==> config.mk <==
export PLATFORM = sky130hd
export DESIGN_NAME = addsub_seq
export DESIGN_NICKNAME = d
export VERILOG_FILES = /design/src/rtl/addsub_seq_pkg.sv /design/src/rtl/addsub_chunk.sv /design/src/rtl/addsub_seq.sv
export SDC_FILE = /design/constraint.sdc
export NUM_CORES = 1
export LEC_CHECK = 0
export ABC_AREA = 1
export CAP_MARGIN = 10
export CORE_ASPECT_RATIO = 1.5
export CORE_UTILIZATION = 30
export CTS_BUF_LIST = sky130_fd_sc_hd__clkbuf_4 sky130_fd_sc_hd__clkbuf_8
export CTS_CLUSTER_DIAMETER = 30
export CTS_CLUSTER_SIZE = 24
export DETAILED_ROUTE_END_ITERATION = 16
export DONT_BUFFER_PORTS = 1
export HOLD_SLACK_MARGIN = 0.12
export PLACE_DENSITY_LB_ADDON = 0.08
export SYNTH_ARGS = -nofsm -noshare
export SYNTH_HDL_FRONTEND = slang
export SYNTH_SLANG_ARGS = --single-unit
==> constraint.sdc <==
create_clock -name clk -period 2.2 [get_ports clk]
set_input_delay 0.22 -clock clk [delete_from_list [all_inputs] [get_ports clk]]
set_output_delay 0.22 -clock clk [all_outputs]
set_load 0.02 [all_outputs]
Signal wires on met1:
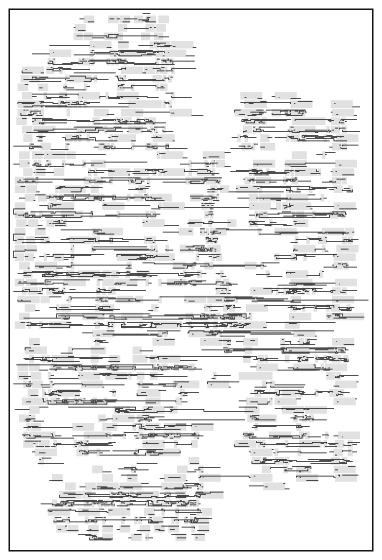
main direction = horizontal
share of all routed wire = 41%
wire length on this layer = 6,670 um
wire length reported by the detailed router: 16,100 um
met1 demand-to-capacity share in global routing: 18.7%
number of vias in the routed layout: 4,986

Metal 2:
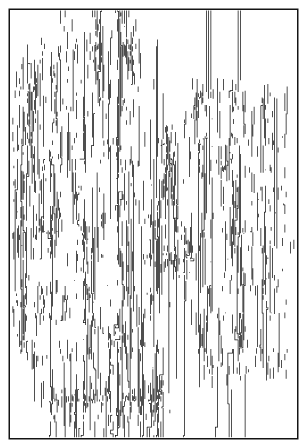
longest straight run = 89.6 um
main direction = vertical
share of all routed wire = 52%
wire length on this layer = 8,410 um
nets with wire on the layer = 695
GR met2 Demand/Resource: 30.3%

The metal 4 layer:
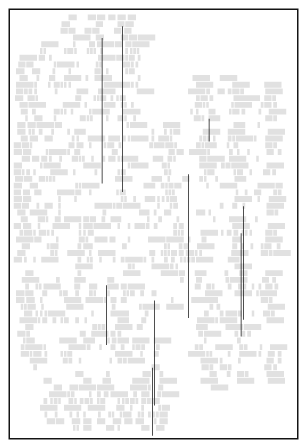
longest straight run = 66.6 um
share of all routed wire = 2.3%
nets with wire on the layer = 7
wire length on this layer = 372 um

Placement density heat map:
Scale bar: 20 um. The die is cut into 12 by 17 equal tiles; dark blue is low, red is high, 0 to 100% covered.
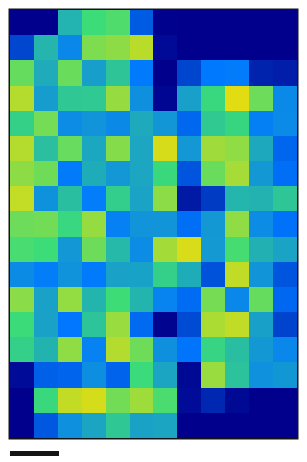
mean over tiles = 35%
fullest tile = 71%
nearly empty tiles = 13%
densest ninth of the die = left middle
emptiest ninth of the die = top right
utilization after layout: 38.0%
total core area: 19,100 um2

==> flow_summary.toml <==
# synthesis and place-and-route metrics
[yosys]
postSynthRegisterBits = 132
synth_cell_type_count = 34
post_synth_inst_count = 738
dominantRegCellSynth = "sky130_fd_sc_hd__dfxtp_1"
synth_area_um2 = 5850
top_area_share_pct = 45.2
ys_cells = 738

[finish]
num_antenna_cells = 0
post_route_cells_drive_above_1_share_pct = 11.3
area_growth_pct = 24.1
final_cell_mix = "211 x sky130_fd_sc_hd__nand2_1, 131 x sky130_fd_sc_hd__dfxtp_1, 79 x sky130_fd_sc_hd__dlygate4sd3_1"

[clock_network]
htreeDepth = 4
cts_buffers = 17
tritoncts_clock_tree = "built"

[worst_setup_path]
setup.worst_path.class = "reg2reg"
critical-path-top-cell-by-count = "sky130_fd_sc_hd__nand2_1"
critical_path_launch_point_type = "flop"

[floorplanning]
die.size.y_um = 173
dieArea_um2 = 20100

[power_and_ir_drop]
vdd_ir_drop_max_uv = 286
pwr_density_cell_nw_per_um2 = 775

[placement]
finalWeightedCongestion = 0.778

[run_status]
outcome = "finished, final reports clean"

[worst_hold_path]
hp-class = "in2reg"

[final_timing]
min_period_over_period_pct = 92.7
rsz_0062_raised_after_global_routing = "no"
==> area by class of cell <==
cell class	count	area, um2
Fill cell	2078	11800
Multi-Input combinational cell	489	2710
Sequential cell	132	2640
Timing Repair Buffer	90	906
Tap cell	256	320
Clock buffer	21	270
Inverter	69	259
Clock inverter	11	153
==> metal layers <==
metal  up-vias  part of all wire (%)
met2       103                    52
met3        21                   4.2
met4         0                   2.3
met5         -                     0
met1      2312                    41
li1       2550                     -
==> worst max-delay path, delay by kind of cell, from the launching register on <==
kind            cells  cell delay (ns)
flops               1             0.42
compound gates      1             0.15
buf+inv             3             0.90
simple gates        4             0.49
==> repair_timing <==
action / in CTS / in global routing
setup endpoints to repair: 0 / 12
hold buffers: 80 / 0
hold endpoints to repair: 76 / 0
setup buffers: 0 / 0
resized: 0 / 4
==> cells in the mapped netlist (3+ instances only) <==
| master | n |
|---|---|
| sky130_fd_sc_hd__inv_2 | 6 |
| sky130_fd_sc_hd__nor2_4 | 3 |
| sky130_fd_sc_hd__buf_6 | 6 |
| sky130_fd_sc_hd__nand3_1 | 16 |
| sky130_fd_sc_hd__a21oi_1 | 24 |
| sky130_fd_sc_hd__buf_2 | 14 |
| sky130_fd_sc_hd__ha_1 | 8 |
| sky130_fd_sc_hd__dfxtp_1 | 132 |
| sky130_fd_sc_hd__a21oi_2 | 31 |
| sky130_fd_sc_hd__nand2_2 | 4 |
| sky130_fd_sc_hd__inv_1 | 63 |
| sky130_fd_sc_hd__a31oi_1 | 27 |
| sky130_fd_sc_hd__o21ai_0 | 73 |
| sky130_fd_sc_hd__buf_1 | 4 |
| sky130_fd_sc_hd__nor2_1 | 5 |
| sky130_fd_sc_hd__clkbuf_1 | 21 |
| sky130_fd_sc_hd__o211ai_1 | 22 |
| sky130_fd_sc_hd__xor2_1 | 9 |
| sky130_fd_sc_hd__nand2_1 | 211 |
| sky130_fd_sc_hd__xnor2_1 | 28 |
| sky130_fd_sc_hd__o22ai_1 | 11 |
| sky130_fd_sc_hd__o21bai_1 | 3 |
==> where the power goes <==
part | internal [mW] | total, mW | switching, mW
sequential | 2.52 | 2.62 | 0.0917
clock | 1.19 | 2.18 | 0.987
combinational | 0.347 | 0.829 | 0.482
==> logic make-up (layout without fill, tap and decap cells) <==
logic type	count (synthesis)	after routing	share of synthesized area [%]
and+or+nand+nor	245	245	17.1
buffers and inverters	117	191	8.69
DFF	132	132	45.2
adders and majority gates	10	10	2.40
xor gates and xnor gates	37	37	5.54
AOI/OAI and AO/OA	197	197	21.1
==> per-stage QoR <==
step	area [um2]	instances	utilization [%]
after floorplan	5850	738	-
after global placement	6010	956	31.5
after detailed placement	6010	956	31.5
after CTS	7240	1068	37.9
after global routing	7260	1068	38.0
final	7260	1068	38.0
Power and IR drop assume default switching activity.
